===== src/rtl/game_state_pkg.sv =====
// game_state_pkg: snapshot layout, reset constants and handshake FSM states shared by the
// publisher and the VGA-side snapshot receiver.
package game_state_pkg;

   localparam int N_OBS = 32'd10;

   localparam logic [9:0] OBS_X_RST    = 10'd700;
   localparam logic [8:0] OBS_Y_RST    = 9'd500;
   localparam logic [8:0] PLAYER_Y_RST = 9'd240;

   typedef logic [N_OBS-1:0][9:0] obs_x_t;
   typedef logic [N_OBS-1:0][8:0] obs_y_t;

   typedef struct packed {
      logic [1:0] gamemode;
      logic [8:0] player_y;
      obs_x_t     obs_xl;
      obs_x_t     obs_xr;
      obs_y_t     obs_yu;
      obs_y_t     obs_yd;
   } snapshot_t;

   typedef enum logic [1:0] {
      IDLE = 2'd0,
      REQ  = 2'd1,
      REL  = 2'd2
   } pub_state_e;

   // Off-screen obstacles and a centred player: a safe frame to show before the first tick.
   function automatic snapshot_t snapshot_rst();
      snapshot_t s;
      s.gamemode = 2'd0;
      s.player_y = PLAYER_Y_RST;
      for (int i = 0; i < N_OBS; i++) begin
         s.obs_xl[i] = OBS_X_RST;
         s.obs_xr[i] = OBS_X_RST;
         s.obs_yu[i] = OBS_Y_RST;
         s.obs_yd[i] = OBS_Y_RST;
      end
      return s;
   endfunction

   localparam snapshot_t SNAPSHOT_RST = snapshot_rst();

endpackage


===== src/rtl/game_state_publisher_if.sv =====
// game_state_publisher_if: 4-phase req/ack snapshot channel between the game clock domain
// and the VGA pixel domain.
interface game_state_publisher_if;
   import game_state_pkg::*;

   logic      pub_req;
   snapshot_t pub_data;
   logic      pub_ack;

   modport master (output pub_req, output pub_data, input pub_ack);
   modport slave  (input pub_req, input pub_data, output pub_ack);

endinterface


===== src/rtl/game_state_publisher_sync_2ff.sv =====
// sync_2ff: single-bit two-flop synchronizer, asynchronously cleared to 0.
module sync_2ff (
   input  logic clk,
   input  logic rst_n,
   input  logic d_i,
   output logic q_o
);
   logic meta_q;
   logic sync_q;

   // Two flops in series give the first stage a full cycle to resolve metastability.
   always_ff @(posedge clk or negedge rst_n) begin
      if (!rst_n) begin
         meta_q <= 1'b0;
         sync_q <= 1'b0;
      end else begin
         meta_q <= d_i;
         sync_q <= meta_q;
      end
   end

   assign q_o = sync_q;

endmodule


===== src/rtl/game_state_publisher.sv =====
// game_state_publisher: captures game state on each falling 60 Hz tick and delivers it to the
// VGA domain over 4-phase req/ack. PUB_DROP_CNT_EN compiles in the overwritten-snapshot counter.
module game_state_publisher
   import game_state_pkg::*;
(
   input  logic                   clk,
   input  logic                   rst_n_debounced,
   input  logic                   tick_60hz,
   input  logic [1:0]             gamemode,
   input  logic [8:0]             player_y,
   input  logic [N_OBS-1:0][9:0]  obstacle_x_left,
   input  logic [N_OBS-1:0][9:0]  obstacle_x_right,
   input  logic [N_OBS-1:0][8:0]  obstacle_y_up,
   input  logic [N_OBS-1:0][8:0]  obstacle_y_down,
   game_state_publisher_if.master pub_if,
   output logic                   busy,
   output logic [7:0]             drop_cnt
);
   pub_state_e state_q, state_d;
   logic       tick_s, tick_q, cap_s, ack_s;
   logic       pend_valid_q, pend_valid_d;
   logic       req_q, req_d;
   logic       busy_q, busy_d;
   snapshot_t  pend_buf_q, pend_buf_d;
   snapshot_t  data_q, data_d;
   snapshot_t  cur_snap_s;

   sync_2ff u_tick_sync (.clk(clk), .rst_n(rst_n_debounced), .d_i(tick_60hz),      .q_o(tick_s));
   sync_2ff u_ack_sync  (.clk(clk), .rst_n(rst_n_debounced), .d_i(pub_if.pub_ack), .q_o(ack_s));

   // Game logic moves on the rising tick, so the falling edge samples settled inputs.
   assign cap_s      = tick_q & ~tick_s;
   assign cur_snap_s = {gamemode, player_y, obstacle_x_left, obstacle_x_right,
                        obstacle_y_up, obstacle_y_down};

   // Handshake FSM next state plus the pending-buffer update.
   always_comb begin
      state_d      = state_q;
      req_d        = req_q;
      data_d       = data_q;
      pend_buf_d   = pend_buf_q;
      pend_valid_d = pend_valid_q;
      case (state_q)
         IDLE: begin
            if (pend_valid_q) begin
               data_d       = pend_buf_q;
               pend_valid_d = 1'b0;
               req_d        = 1'b1;
               state_d      = REQ;
            end else begin
               state_d = IDLE;
            end
         end
         REQ: begin
            if (ack_s) begin
               req_d   = 1'b0;
               state_d = REL;
            end else begin
               state_d = REQ;
            end
         end
         REL: begin
            if (!ack_s) begin
               state_d = IDLE;
            end else begin
               state_d = REL;
            end
         end
         default: begin
            req_d   = 1'b0;
            state_d = IDLE;
         end
      endcase
      // A capture in the load cycle lands after the load, so the old buffer is what gets sent.
      if (cap_s) begin
         pend_buf_d   = cur_snap_s;
         pend_valid_d = 1'b1;
      end else begin
         pend_buf_d = pend_buf_q;
      end
      busy_d = (state_d != IDLE);
   end

   // State, buffers and handshake outputs; reset also drops req mid-transfer as an abort.
   always_ff @(posedge clk or negedge rst_n_debounced) begin
      if (!rst_n_debounced) begin
         state_q      <= IDLE;
         tick_q       <= 1'b0;
         pend_valid_q <= 1'b0;
         pend_buf_q   <= SNAPSHOT_RST;
         data_q       <= SNAPSHOT_RST;
         req_q        <= 1'b0;
         busy_q       <= 1'b0;
      end else begin
         state_q      <= state_d;
         tick_q       <= tick_s;
         pend_valid_q <= pend_valid_d;
         pend_buf_q   <= pend_buf_d;
         data_q       <= data_d;
         req_q        <= req_d;
         busy_q       <= busy_d;
      end
   end

`ifdef PUB_DROP_CNT_EN
   logic       load_s, drop_s;
   logic [7:0] drop_cnt_q, drop_cnt_d;

   assign load_s = (state_q == IDLE) & pend_valid_q;
   assign drop_s = cap_s & pend_valid_q & ~load_s;

   // Saturating count of pending snapshots overwritten before they could be sent.
   always_comb begin
      drop_cnt_d = drop_cnt_q;
      if (drop_s && (drop_cnt_q != 8'd255)) begin
         drop_cnt_d = drop_cnt_q + 8'd1;
      end else begin
         drop_cnt_d = drop_cnt_q;
      end
   end

   // Drop counter register.
   always_ff @(posedge clk or negedge rst_n_debounced) begin
      if (!rst_n_debounced) begin
         drop_cnt_q <= 8'd0;
      end else begin
         drop_cnt_q <= drop_cnt_d;
      end
   end

   assign drop_cnt = drop_cnt_q;
`else
   assign drop_cnt = 8'd0;
`endif

   assign pub_if.pub_req  = req_q;
   assign pub_if.pub_data = data_q;
   assign busy            = busy_q;

endmodule


===== src/flat_wrapper.sv =====
// flat-port wrapper written by rule: the top's interface ports become plain ports
module game_state_publisher_flat import game_state_pkg::*;
  (clk, rst_n_debounced, tick_60hz, gamemode, player_y, obstacle_x_left, obstacle_x_right, obstacle_y_up, obstacle_y_down, busy, drop_cnt, pub_if_pub_req, pub_if_pub_data, pub_if_pub_ack);
  game_state_publisher_if pub_if_i ();
  input  logic clk;
  input  logic rst_n_debounced;
  input  logic tick_60hz;
  input  logic [1:0] gamemode;
  input  logic [8:0] player_y;
  input  logic [N_OBS-1:0][9:0] obstacle_x_left;
  input  logic [N_OBS-1:0][9:0] obstacle_x_right;
  input  logic [N_OBS-1:0][8:0] obstacle_y_up;
  input  logic [N_OBS-1:0][8:0] obstacle_y_down;
  output logic busy;
  output logic [7:0] drop_cnt;
  output wire logic [$bits(pub_if_i.pub_req)-1:0] pub_if_pub_req;
  output wire logic [$bits(pub_if_i.pub_data)-1:0] pub_if_pub_data;
  input wire logic [$bits(pub_if_i.pub_ack)-1:0] pub_if_pub_ack;
  assign pub_if_pub_req = pub_if_i.pub_req;
  assign pub_if_pub_data = pub_if_i.pub_data;
  assign pub_if_i.pub_ack = pub_if_pub_ack;
  game_state_publisher u_core (.clk(clk), .rst_n_debounced(rst_n_debounced), .tick_60hz(tick_60hz), .gamemode(gamemode), .player_y(player_y), .obstacle_x_left(obstacle_x_left), .obstacle_x_right(obstacle_x_right), .obstacle_y_up(obstacle_y_up), .obstacle_y_down(obstacle_y_down), .pub_if(pub_if_i), .busy(busy), .drop_cnt(drop_cnt));
endmodule

===== config.mk =====
export PLATFORM = sky130hd
export DESIGN_NAME = game_state_publisher_flat
export DESIGN_NICKNAME = d
export VERILOG_FILES = /design/src/rtl/game_state_pkg.sv /design/src/rtl/game_state_publisher_if.sv /design/src/rtl/game_state_publisher_sync_2ff.sv /design/src/rtl/game_state_publisher.sv /design/src/flat_wrapper.sv
export SDC_FILE = /design/constraint.sdc
export NUM_CORES = 1
export LEC_CHECK = 0
export CAP_MARGIN = 40
export CORE_AREA = 2 2 305 307
export CTS_CLUSTER_SIZE = 14
export DETAILED_ROUTE_END_ITERATION = 7
export DIE_AREA = 0 0 307 309
export PLACE_DENSITY = 0.71
export SYNTH_ARGS = -nofsm -noshare
export SYNTH_HDL_FRONTEND = slang
export SYNTH_SLANG_ARGS = --single-unit

===== constraint.sdc =====
create_clock -name clk -period 2.3 [get_ports clk]
set_input_delay 0.345 -clock clk [delete_from_list [all_inputs] [get_ports clk]]
set_output_delay 0.345 -clock clk [all_outputs]
set_load 0.03 [all_outputs]

### M1 wires

Supply wires on this layer in gray.
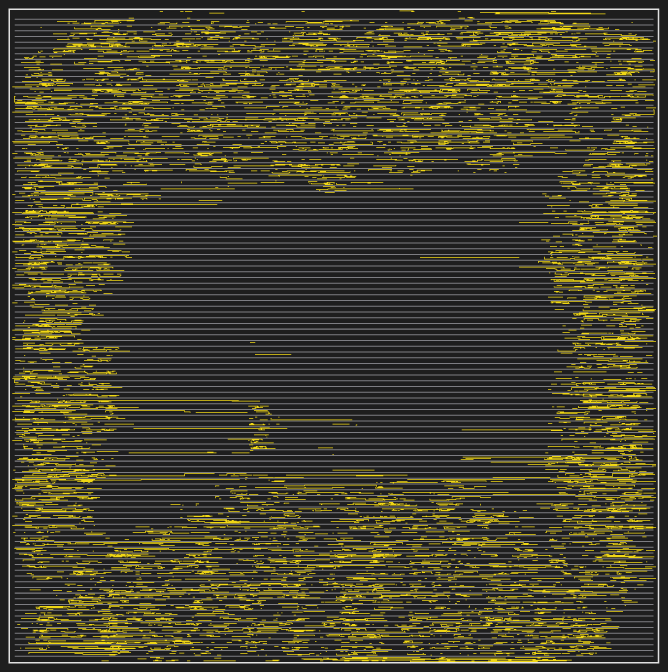
- main direction: horizontal
- longest straight run: 77.3 µm
met1 Track Usage GR: 18.8%
via count: 17,400

### Signal wires on met4

Scale bar: 100 µm. Supply wires on this layer in gray. Cells faint in the background.
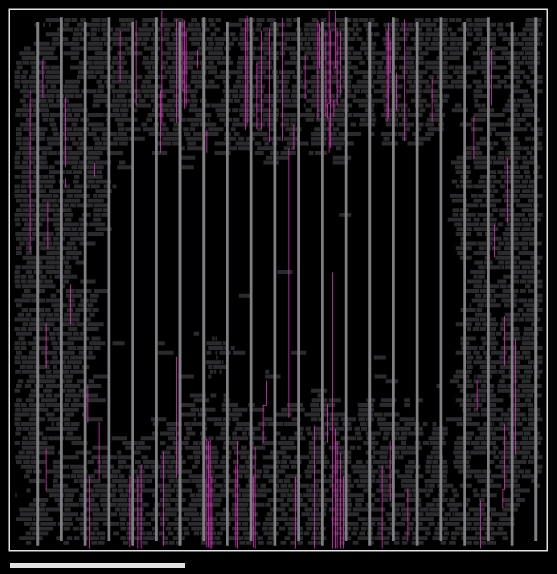
- nets with wire on the layer: 57
- wire length on this layer: 3,580 µm

### Cells colored by class

Scale bar: 100 µm. Fill, decap, tap and diode cells in gray.
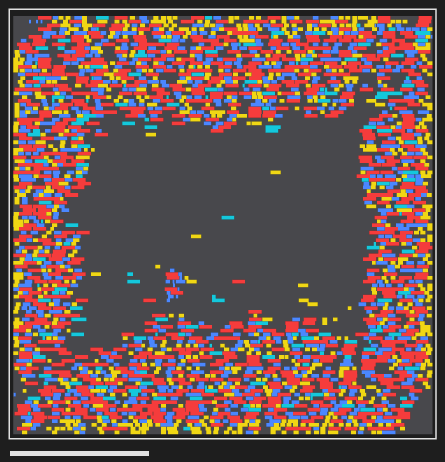
- other buffers and delay cells: yellow (cells 852; share of their area 20%)
- flip-flops: red (cells 792; share of their area 48%)
- clock drivers and dummy loads: cyan (cells 165; share of their area 7.1%)
- all other logic: blue (cells 805; share of their area 24%)
row count: 111
post-route core utilization: 48.2%

### Local utilization

31 x 31 tiles, from white (low) to dark blue (high), 0 to 100% covered.
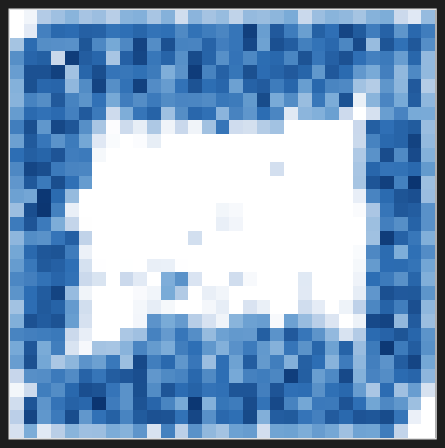
- nearly empty tiles: 24%
- mean over tiles: 45%
- fullest tile: 98%
- emptiest ninth of the die: center

### Routing congestion map

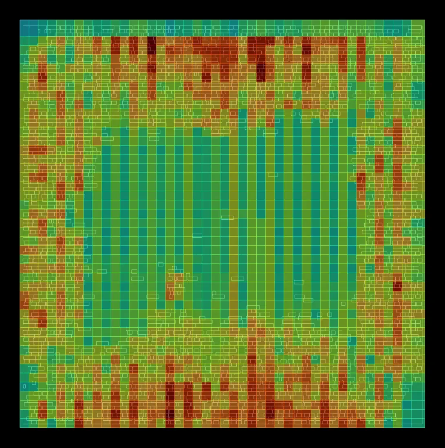
met3 Usage GRT: 4.97%
Overall Global Routing Usage: 16.8%
Top Usage Layer GRT: met2

power breakdown:
group	internal, mW	switching (mW)
combinational	14.4	13.7
clock	8.70	5.65
sequential	20.7	3.01
sequential cells by signal, summed over array words and instances, names as in the netlist:
name and cells:
u_core.pub_if.pub_data 391, u_core.u_tick_sync.meta_q 1, u_core.pend_valid_q 1, u_core.tick_q 1, u_core.u_ack_sync.meta_q 1, u_core.pend_buf_q 391
u_core.busy 1, u_core.u_ack_sync.q_o 1, u_core.pub_if.pub_req 1, u_core.u_tick_sync.q_o 1, u_core.state_q 2
repair_timing:
action	4_1_cts	5_1_grt
endpoints found under the hold margin	6	0
resized	21	18
endpoints found under the setup margin	21	18
hold buffers	1	0
==> flow_summary.html <==
<h3>Run summary</h3>
<table>
<tr><th>Metric</th><th>Value</th></tr>
<tr><th colspan="2">Hold path</th></tr>
<tr><td>Hold-critical path depth</td><td>1</td></tr>
<tr><td>Class of the tightest hold or removal check</td><td>in2reg</td></tr>
<tr><td>Hold Path End</td><td>u_core.u_ack_sync.meta_q$_DFF_PN0_</td></tr>
<tr><th colspan="2">Synthesis</th></tr>
<tr><td>Cell count in the Yosys report</td><td>~1,700</td></tr>
<tr><td>Fraction of synthesized cell area in xor and xnor cells</td><td>0.0274%</td></tr>
<tr><td>Post-synth top area cell</td><td>dfstp_2</td></tr>
<tr><td>Async set or reset register ratio after synthesis</td><td>100%</td></tr>
<tr><td>Portion of the post-synthesis area used by sequential elements</td><td>63.9%</td></tr>
<tr><td>Multiplexer share of the synthesized area</td><td>32.1%</td></tr>
<tr><td>Cell area after technology mapping</td><td>~32,000 µm²</td></tr>
<tr><td>Area fraction in full adders, half adders and majority gates</td><td>0%</td></tr>
<tr><td>Most common cell in the netlist</td><td>dfstp_2</td></tr>
<tr><td>Dominant register cell in the synthesized netlist</td><td>dfstp_2</td></tr>
<tr><td>Synth top area share</td><td>40.1%</td></tr>
<tr><td>Count of flip-flops with a built-in enable after synthesis</td><td>0</td></tr>
<tr><td>Number of cells produced by synthesis</td><td>between 1,500 and 2,000</td></tr>
<tr><td>Post-synthesis share of cell area spent on and, or, nand and nor gates</td><td>0.176%</td></tr>
<tr><th colspan="2">Final layout</th></tr>
<tr><td>Number of logic gates</td><td>~800</td></tr>
<tr><td>Total area of multi-input combinational cells</td><td>10,400 µm²</td></tr>
<tr><td>Count of nets after finishing</td><td>around 3,000</td></tr>
<tr><td>Logic share of the area</td><td>23.6%</td></tr>
<tr><td>Fraction of layout cells with a size suffix above 1</td><td>a little under three fifths</td></tr>
<tr><td>Number of buffers outside the clock class in the layout</td><td>852</td></tr>
<tr><td>Number of clock-tree buffers in the layout</td><td>137</td></tr>
<tr><td>Dominant logic cell types in the final layout</td><td>clkdlybuf4s50_1, dfstp_2, mux2_2</td></tr>
<tr><td>Fin cells</td><td>3,814</td></tr>
<tr><td>Highest-count logic cell in the final layout</td><td>clkdlybuf4s50_1</td></tr>
<tr><td>Seq. cell area</td><td>20,400 µm²</td></tr>
<tr><td>Seq area share</td><td>approximately 46%</td></tr>
<tr><th colspan="2">Setup path</th></tr>
<tr><td>Max stage delay cell, worst path</td><td>clkdlybuf4s50_1</td></tr>
<tr><td>Worst r2r dst</td><td>u_core.pub_if.pub_data[196]$_DFFE_PN0P_</td></tr>
<tr><td>Required arrival time at the worst endpoint</td><td>about 2.0 ns</td></tr>
<tr><td>Reg2reg setup slack</td><td>about 0.36 ns</td></tr>
<tr><td>Number of cells on the critical path</td><td>1</td></tr>
<tr><td>Crit start category</td><td>flip-flop</td></tr>
<tr><td>Critical Path Start</td><td>u_core.pub_if.pub_data[342]$_DFFE_PN1P_</td></tr>
<tr><td>Worst R2R Path Depth</td><td>4</td></tr>
<tr><td>Type of element capturing the critical path</td><td>output port</td></tr>
<tr><td>Cell-by-cell trace of the critical path</td><td>clkdlybuf4s50_1</td></tr>
<tr><td>Category of the most critical setup path</td><td>reg2out</td></tr>
<tr><th colspan="2">Run status</th></tr>
<tr><td>Run status</td><td>finished, final reports clean</td></tr>
<tr><th colspan="2">Timing</th></tr>
<tr><td>Measured slew at the worst slew-check pin</td><td>0.540 ns</td></tr>
<tr><td>Post-layout min period</td><td>2.26 ns</td></tr>
<tr><td>Fmax</td><td>442 MHz</td></tr>
<tr><td>Number of setup violations in the final report</td><td>0</td></tr>
<tr><td>Worst setup margin</td><td>0.0382 ns</td></tr>
<tr><td>Number of pins with negative max-slew slack in the final report</td><td>0</td></tr>
<tr><td>Maximum clock skew at final layout</td><td>between 0.015 and 0.02 ns</td></tr>
<tr><td>Count of endpoints failing hold in the final timing report</td><td>0</td></tr>
<tr><th colspan="2">Floorplanning</th></tr>
<tr><td>Core region area</td><td>91,400 µm²</td></tr>
<tr><td>Initial core utilization</td><td>35.0%</td></tr>
<tr><td>Count of inserted tapcells</td><td>1,186</td></tr>
<tr><td>Y dimension of the die</td><td>just over 300 µm</td></tr>
<tr><th colspan="2">Global route</th></tr>
<tr><td>GRT Residual Overflow</td><td>0</td></tr>
<tr><td>Antenna violations before repair</td><td>15</td></tr>
<tr><td>First-pass GRT wire length</td><td>123,000 µm</td></tr>
<tr><td>Maximum number of pins on one net before global-route repair</td><td>around 97</td></tr>
<tr><td>Met2 Usage GRT</td><td>29.3%</td></tr>
<tr><td>Vias in the first global route</td><td>around 20,000</td></tr>
<tr><th colspan="2">Clock tree</th></tr>
<tr><td>Post-CTS Setup Bufs</td><td>0</td></tr>
<tr><td>Number of levels the H-tree was split into</td><td>3</td></tr>
<tr><td>Clock Tree Root</td><td>clkbuf_16</td></tr>
<tr><td>TritonCTS Buffers</td><td>88</td></tr>
<tr><td>CTS tree</td><td>done</td></tr>
<tr><td>Reg clk slew, reported paths</td><td>0.06 ns</td></tr>
<tr><td>Number of buffers on the longest clock path</td><td>3</td></tr>
<tr><td>Worst-Skew Late Latency</td><td>0.63 ns</td></tr>
<tr><th colspan="2">Placement</th></tr>
<tr><td>Cell Area, Placed</td><td>41,000 µm²</td></tr>
<tr><th colspan="2">Power and ir drop</th></tr>
<tr><td>Total power per unit cell area</td><td>1500 nW/µm²</td></tr>
<tr><td>Maximum VDD drop</td><td>901 µV</td></tr>
<tr><td>Static Leakage</td><td>18.3 nW</td></tr>
<tr><th colspan="2">Route</th></tr>
<tr><td>DR pass1 iterations</td><td>6</td></tr>
<tr><td># DRC</td><td>0</td></tr>
<tr><td>Met2 Routed Length</td><td>41,900 µm</td></tr>
<tr><td>Average wire length per cell after detail routing</td><td>21.3 µm</td></tr>
<tr><td>Final WL</td><td>approximately 80,000 µm</td></tr>
<tr><td>Via density per instance</td><td>4.57</td></tr>
<tr><td>Number of routed nets with antenna violations</td><td>0</td></tr>
<tr><td>Highest Signal Layer</td><td>met5</td></tr>
<tr><th colspan="2">Run</th></tr>
<tr><td>Total of max-cap violations</td><td>0</td></tr>
</table>
No activity file was given, so power comes from the tool's default toggle rates.
